File: src/rtl/pp_tree_pipe_pkg.sv
// pp_tree_pkg: sizing helpers shared by the pipelined partial-product tree
// and its 3:2 compression level. All functions are elaboration-time only.
package pp_tree_pkg;

  localparam int MAX_PP  = 32;
  localparam int MAX_LPS = 8;

  // Number of rows left after 'levels' 3:2 levels; a level never goes below 2 rows.
  function automatic int rows_after(input int n, input int levels);
    int r;
    r = n;
    for (int i = 0; i < levels; i++) begin
      if (r > 2) r = r - r / 3;
    end
    return r;
  endfunction

  // Number of 3:2 levels needed to reduce n rows down to 2.
  function automatic int tree_levels(input int n);
    int r;
    int l;
    r = n;
    l = 0;
    for (int i = 0; i < MAX_PP; i++) begin
      if (r > 2) begin
        r = r - r / 3;
        l = l + 1;
      end
    end
    return l;
  endfunction

  // Register stages in the tree: one per group of lps levels, at least one.
  function automatic int pipe_stages(input int n, input int lps);
    int l;
    int s;
    l = tree_levels(n);
    s = (l + lps - 1) / lps;
    return (s < 1) ? 1 : s;
  endfunction

  // Row offset of tree segment 'seg' (rows entering level 'seg') in the flat row bus.
  function automatic int row_offset(input int n, input int seg);
    int off;
    off = 0;
    for (int j = 0; j < MAX_PP; j++) begin
      if (j < seg) off = off + rows_after(n, j);
    end
    return off;
  endfunction

endpackage

File: src/rtl/pp_tree_pipe_csa_level.sv
// csa_level: one combinational Wallace 3:2 level. Each triple of rows becomes a
// sum row and a majority (carry) row; leftover rows pass straight through.
// Carry rows are shifted left by one for the next level, except in the final
// level (LAST=1) where the carry is left in its pre-shift form.
module csa_level
  import pp_tree_pkg::*;
#(
  parameter int N_IN  = 3,
  parameter int WIDTH = 64,
  parameter bit LAST  = 1'b0
) (
  input  logic [N_IN*WIDTH-1:0]                rows_in,
  output logic [rows_after(N_IN, 1)*WIDTH-1:0] rows_out
);

  localparam int N_TRI  = N_IN / 3;
  localparam int N_PASS = N_IN % 3;

  // Full-adder compression of each row triple; outputs interleave sum, carry.
  for (genvar t = 0; t < N_TRI; t++) begin : gen_tri
    logic [WIDTH-1:0] a;
    logic [WIDTH-1:0] b;
    logic [WIDTH-1:0] c;
    logic [WIDTH-1:0] maj;

    assign a   = rows_in[(3*t)*WIDTH +: WIDTH];
    assign b   = rows_in[(3*t+1)*WIDTH +: WIDTH];
    assign c   = rows_in[(3*t+2)*WIDTH +: WIDTH];
    assign maj = (a & b) | (a & c) | (b & c);

    assign rows_out[(2*t)*WIDTH +: WIDTH] = a ^ b ^ c;

    if (LAST) begin : gen_raw
      assign rows_out[(2*t+1)*WIDTH +: WIDTH] = maj;
    end else begin : gen_shift
      assign rows_out[(2*t+1)*WIDTH +: WIDTH] = maj << 1;
    end
  end

  // Rows that do not fill a triple are carried to the next level unchanged.
  for (genvar p = 0; p < N_PASS; p++) begin : gen_pass
    assign rows_out[(2*N_TRI+p)*WIDTH +: WIDTH] = rows_in[(3*N_TRI+p)*WIDTH +: WIDTH];
  end

endmodule

File: src/rtl/pp_tree_pipe.sv
// pp_tree_pipe: pipelined Wallace reduction of NUM_PP partial products to a
// carry-save pair, with a register stage every LEVELS_PER_STAGE levels and a
// valid/ready handshake that supports per-stage stalls and bubble collapsing.
// Optional macro PP_TREE_PIPE_RESOLVE_EN adds a final carry-propagate stage
// and the 'result' port.
module pp_tree_pipe
  import pp_tree_pkg::*;
#(
  parameter int NUM_PP           = 16,
  parameter int WIDTH            = 64,
  parameter int LEVELS_PER_STAGE = 2
) (
  input  logic                    clk,
  input  logic                    rst_n,
  input  logic                    in_valid,
  output logic                    in_ready,
  input  logic [NUM_PP*WIDTH-1:0] pp_in,
  output logic                    out_valid,
  input  logic                    out_ready,
  output logic [WIDTH-1:0]        sum,
  output logic [WIDTH-1:0]        carry
`ifdef PP_TREE_PIPE_RESOLVE_EN
  ,
  output logic [WIDTH-1:0]        result
`endif
);

  localparam int L = tree_levels(NUM_PP);
  localparam int S = pipe_stages(NUM_PP, LEVELS_PER_STAGE);
`ifdef PP_TREE_PIPE_RESOLVE_EN
  localparam int RES = 1;
`else
  localparam int RES = 0;
`endif
  localparam int ST       = S + RES;
  localparam int SEG_ROWS = row_offset(NUM_PP, L + 1);

  logic [ST-1:0]             v;
  logic [ST:0]               ready;
  logic [ST-1:0]             up_valid;
  logic [ST-1:0]             stage_load;
  logic [SEG_ROWS*WIDTH-1:0] seg_rows;
  logic [WIDTH-1:0]          tree_sum;
  logic [WIDTH-1:0]          tree_carry;

  // Per-stage ready chain: a stage can take new data if empty or draining.
  always_comb begin
    ready      = '0;
    up_valid   = '0;
    stage_load = '0;
    ready[ST]  = out_ready;
    for (int k = ST - 1; k >= 0; k--) begin
      ready[k] = !v[k] || ready[k+1];
    end
    up_valid[0] = in_valid;
    for (int k = 1; k < ST; k++) begin
      up_valid[k] = v[k-1];
    end
    stage_load = ready[ST-1:0] & up_valid;
  end

  // Valid bits advance wherever a stage is ready; reset empties the pipe at once.
  always_ff @(posedge clk or negedge rst_n) begin
    if (!rst_n) begin
      v <= '0;
    end else begin
      v <= (v & ~ready[ST-1:0]) | (up_valid & ready[ST-1:0]);
    end
  end

  assign seg_rows[NUM_PP*WIDTH-1:0] = pp_in;

  if (L == 0) begin : gen_no_levels
    logic [2*WIDTH-1:0] stage_q;

    // Two input rows need no compression; a single stage just registers them.
    always_ff @(posedge clk) begin
      if (stage_load[0]) stage_q <= seg_rows;
    end

    // Half-add the two rows so the pair still means sum + (carry << 1).
    assign tree_sum   = stage_q[WIDTH-1:0] ^ stage_q[2*WIDTH-1:WIDTH];
    assign tree_carry = stage_q[WIDTH-1:0] & stage_q[2*WIDTH-1:WIDTH];
  end else begin : gen_tree
    for (genvar lv = 0; lv < L; lv++) begin : gen_lvl
      localparam int N_OUT   = rows_after(NUM_PP, lv + 1);
      localparam int N_IN    = rows_after(NUM_PP, lv);
      localparam int IN_OFF  = row_offset(NUM_PP, lv);
      localparam int OUT_OFF = row_offset(NUM_PP, lv + 1);
      localparam bit AT_REG  = (((lv + 1) % LEVELS_PER_STAGE) == 0) || ((lv + 1) == L);
      localparam int STG     = lv / LEVELS_PER_STAGE;

      logic [N_OUT*WIDTH-1:0] lvl_out;

      csa_level #(
        .N_IN  (N_IN),
        .WIDTH (WIDTH),
        .LAST  (lv == L - 1)
      ) u_csa (
        .rows_in  (seg_rows[IN_OFF*WIDTH +: N_IN*WIDTH]),
        .rows_out (lvl_out)
      );

      if (AT_REG) begin : gen_reg
        logic [N_OUT*WIDTH-1:0] stage_q;

        // Stage boundary: capture this level's rows when the stage loads.
        always_ff @(posedge clk) begin
          if (stage_load[STG]) stage_q <= lvl_out;
        end

        assign seg_rows[OUT_OFF*WIDTH +: N_OUT*WIDTH] = stage_q;
      end else begin : gen_comb
        assign seg_rows[OUT_OFF*WIDTH +: N_OUT*WIDTH] = lvl_out;
      end
    end

    assign tree_sum   = seg_rows[(SEG_ROWS-2)*WIDTH +: WIDTH];
    assign tree_carry = seg_rows[(SEG_ROWS-1)*WIDTH +: WIDTH];
  end

`ifdef PP_TREE_PIPE_RESOLVE_EN
  logic [WIDTH-1:0] res_sum;
  logic [WIDTH-1:0] res_carry;
  logic [WIDTH-1:0] res_value;

  // Extra stage resolves the carry-save pair; sum/carry travel alongside it.
  always_ff @(posedge clk) begin
    if (stage_load[S]) begin
      res_sum   <= tree_sum;
      res_carry <= tree_carry;
      res_value <= tree_sum + (tree_carry << 1);
    end
  end

  assign sum    = out_valid ? res_sum   : '0;
  assign carry  = out_valid ? res_carry : '0;
  assign result = out_valid ? res_value : '0;
`else
  assign sum   = out_valid ? tree_sum   : '0;
  assign carry = out_valid ? tree_carry : '0;
`endif

  assign in_ready  = ready[0];
  assign out_valid = v[ST-1];

endmodule

File: config.mk
export PLATFORM = sky130hd
export DESIGN_NAME = pp_tree_pipe
export DESIGN_NICKNAME = d
export VERILOG_FILES = /design/src/rtl/pp_tree_pipe_pkg.sv /design/src/rtl/pp_tree_pipe_csa_level.sv /design/src/rtl/pp_tree_pipe.sv
export SDC_FILE = /design/constraint.sdc
export NUM_CORES = 2
export LEC_CHECK = 0
export CORE_AREA = 2 2 449 451
export DETAILED_ROUTE_END_ITERATION = 7
export DIE_AREA = 0 0 451 453
export MAX_ROUTING_LAYER = met4
export PLACE_DENSITY = 0.5
export SYNTH_ARGS = -nofsm -noshare
export SYNTH_HDL_FRONTEND = slang
export SYNTH_SLANG_ARGS = --single-unit
File: constraint.sdc
create_clock -name clk -period 36.4 [get_ports clk]
set_clock_uncertainty 0.15 [all_clocks]
set_input_delay 7.28 -clock clk [delete_from_list [all_inputs] [get_ports clk]]
set_output_delay 7.28 -clock clk [all_outputs]
set_load 0.1 [all_outputs]
==> images/layer_met3.png <==
Scale bar: 100 µm.
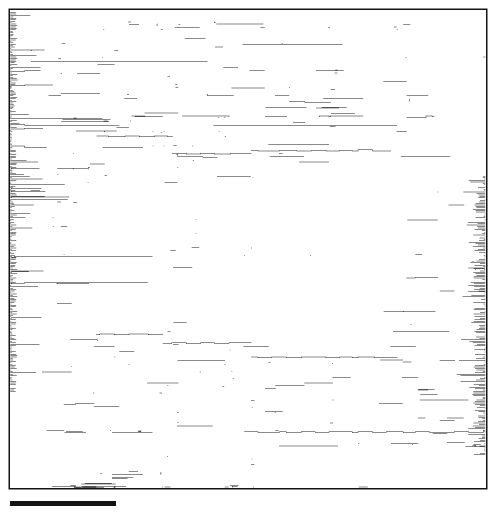
The layer holds 4.6% of the routed length. 562 nets have wire on it. The longest straight run is 174 µm. The layer carries 7440 µm of wire.

==> images/layer_met2.png <==
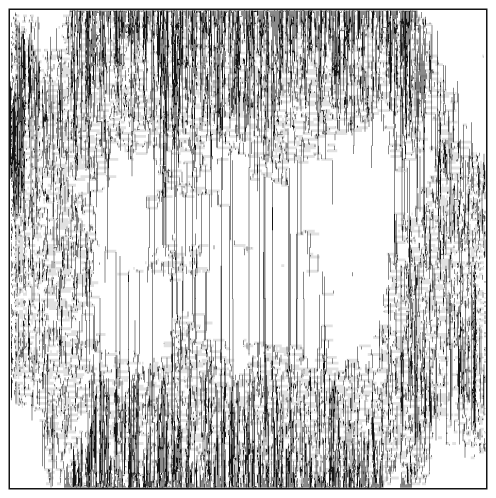
The layer carries 87.3 mm of wire. The longest straight run is 231 µm. The layer holds 54% of the routed length. 5956 nets have wire on it. The wires run mostly vertical.
Total Wirelength: 161000 µm
Via Count: 28.7k
met2 Resource Use GR: 28.9%

==> summary.txt <==
Physical implementation status

Per the OpenROAD floorplan log, the area of the die is 0.204 mm². The pre-antenna-repair detailed-routing pass consisted of 7 iterations. Nets still carrying antenna violations after routing amount to 0. Setup violations remaining at the end of the flow were counted as 0.

The clock period could shrink to ~17000 ps. The number of enable flip-flop cells stands at 887. The slack of the worst reg-to-reg path stands at about 32000 ps. The post-route netlist has around 3.3% of its cells at a drive strength greater than 1.

The tool flagged a number of max-cap violations equal to 0. Post-route period utilization is reported as a little under half. Static timing analysis puts the maximum clock frequency at 60.5 MHz. The cell area that synthesis handed to floorplanning was 0.0525 mm². The actual slew at the worst max-slew pin stands at 1190 ps.

The floorplan step set the die width to 451 µm. The root buffer cell chosen for the clock tree is sky130_fd_sc_hd__clkbuf_16. STA classifies the critical path startpoint as a primary input.

The final number of hold-violating endpoints stands at 0. The final max-slew violation count stands at 0. Setup repair after global routing left no endpoint under its margin.

The clock slew at the register clock pins of the worst setup and hold paths stands at 60 ps. The netlist uses 17 different library cells. Per the detail_route report, DRC violations left total 0. The largest net degree at the start of global routing stands at 164. The final global-route overflow total stands at 0. Yosys stat counts 3820 cells in the synthesized netlist. More flip-flops sit in one register than any other, and that register is gen_tree.gen_lvl.gen_reg.stage_q.

Adding up every negative setup slack in the final design gives 0 ps. The chip height stands at 453 µm. Synthesis handed over a netlist of 3820 instances. The cell row count stands at 164.

The number of flip-flops and latches in the synthesized netlist stands at between 800 and 900. TritonCTS built the clock tree. The normalized max-slew margin stands at 20.5%. The power density normalized to cell area stands at ~60 mW/mm². Post-synth the commonest register cell is sky130_fd_sc_hd__edfxtp_1. The worst reg-to-reg path cell count stands at 4. The first global-routing pass estimated 228000 µm of wire.

The critical path starts at out_ready. The buffer_ports step reported a buffer count of 1156. The arrival time at the worst endpoint stands at 9110 ps.

Summed over its instances, the top area cell type makes up 50.7% of the synthesized netlist area. The initial antenna violation count came to roughly 48. The placer congestion estimate stands at 0.929. According to the floorplan report, the placeable core area is 0.199 mm². The worst endpoint required time stands at ~29000 ps. Sorting the synthesized cells by how often they occur yields sky130_fd_sc_hd__inv_1 (1880), sky130_fd_sc_hd__edfxtp_1 (887), sky130_fd_sc_hd__fa_1 (871).

For this run the top cell type by instance count after synthesis was sky130_fd_sc_hd__inv_1. For this run, the register share of the synthesized area comes to 50.9%. The critical path in this run is classified as in2out.

The number of placed I/O pins stands at roughly 1.2k. The post-synthesis average cell area stands at 13.7 µm². The cell leakage power stands at 31.8 nW. The floorplan core density stands at 26.4%. For this run, the post-layout net count is 6988. In this run the critical register-to-register path is captured at gen_tree.gen_lvl[1].gen_reg.stage_q[466]. For this design, the sink count on the clock tree is around 890. Per the TritonCTS log, the buffer count is 105. CTS built an H-tree with a depth of 3. Across all stage logs, warnings added up to 31.

The critical path ends at in_ready. The number of global-route vias before repair stands at 32.9k. The post-cts gate resize count stands at 0.

The setup fix buffers added after clock tree synthesis stands at 0. The post-synthesis async set-or-reset flop share stands at 0.337%. At the later pin of the worst-skew pair, clock insertion delay measures 720 ps. The run finished with clean final reports. The smallest hold slack stands at 270 ps. The registers reported with the highest flop counts are gen_tree.gen_lvl.gen_reg.stage_q (887). The register with the most flip-flops in the layout has between 800 and 900 of them.
==> images/congestion.png <==
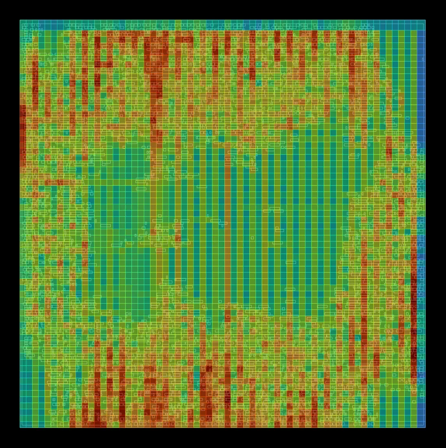
total global routing track utilization: 16.4%
met3 usage: 3.12%
GRT Max-Usage Layer: met2
wire per inst: 20.5 µm
met1 usage in global routing: 18.5%

-- how the worst min path moves through the flow --
stage	start	to	slack (ps)	cells after the start
floorplan	gen_tree.gen_lvl[1].gen_reg.stage_q[448]	gen_tree.gen_lvl[3].gen_reg.stage_q[128]	250	0
global placement	gen_tree.gen_lvl[1].gen_reg.stage_q[448]	gen_tree.gen_lvl[3].gen_reg.stage_q[128]	260	0
detailed placement	gen_tree.gen_lvl[1].gen_reg.stage_q[448]	gen_tree.gen_lvl[3].gen_reg.stage_q[128]	260	0
CTS	gen_tree.gen_lvl[1].gen_reg.stage_q[448]	gen_tree.gen_lvl[3].gen_reg.stage_q[128]	270	0
global route	gen_tree.gen_lvl[1].gen_reg.stage_q[448]	gen_tree.gen_lvl[3].gen_reg.stage_q[128]	300	0
finish	gen_tree.gen_lvl[1].gen_reg.stage_q[448]	gen_tree.gen_lvl[3].gen_reg.stage_q[128]	270	0
-- per-layer routing --
metal	vias to the layer above	GRT usage (%)	wire [µm]
met4	0	5.48	4860
met3	187	3.12	7440
met1	14600	18.5	61800
li1	13200	-	-
met2	786	28.9	87300
met5	-	-	0
-- worst max-delay path, cell delays in order --
cell                              delay (ps)
sky130_fd_sc_hd__clkdlybuf4s50_1         490
sky130_fd_sc_hd__nand4b_1                160
sky130_fd_sc_hd__clkdlybuf4s50_1        1170
-- stage by stage --
stage               power [mW]  area (µm²)  util, %  worst slack (ps)  cells
global placement          3.30       67400     33.8             19860   7630
finish                    4.28       70900     35.6             19860   7855
CTS                       4.40       70800     35.6             19870   7822
global route              4.57       70900     35.6             19840   7847
detailed placement        3.32       67400     33.8             19870   7630
floorplan                 2.62       52500        -             15740   3820
-- cell families after synthesis --
kind of cell / count (synthesis) / synth area share [%]
buf+inv: 1895 / 13.6
flops: 890 / 50.9
fa+ha+maj: 879 / 33.4
simple gates: 136 / 1.63
xor+xnor: 19 / 0.500
other cells: 1 / 0.00714
-- layout by cell type (no fill, tap or decap), drive strengths merged, types with 3 or more instances in the layout --
master	count
diode	33
clkbuf	125
buf	18
dfrtp	3
inv	1888
edfxtp	887
nand2b	4
bufinv	11
fa	871
clkinvlp	4
xnor2	8
xor2	4
clkdlybuf4s50	1151
and2	130
clkinv	44
ha	8
xnor3	7
-- where the power goes --
part	leakage, nW	internal [mW]	total, mW	switching (mW)
logic	21.5	0.562	1.56	0.995
registers	8.60	1.52	1.67	0.153
clock network	1.66	0.611	1.05	0.441
total	31.8	2.69	4.28	1.59
-- final cells by class --
type	count	area, µm²
tap	2656	3320
multi-input combinational	1035	18700
antenna	33	82.6
fill	19500	128000
clock buffer	125	2700
sequential	890	26700
clock inverter	67	716
inverter	1880	7060
timing repair buffer	1169	11700
Power figures rest on the tool's default switching activity, not on a simulated workload.
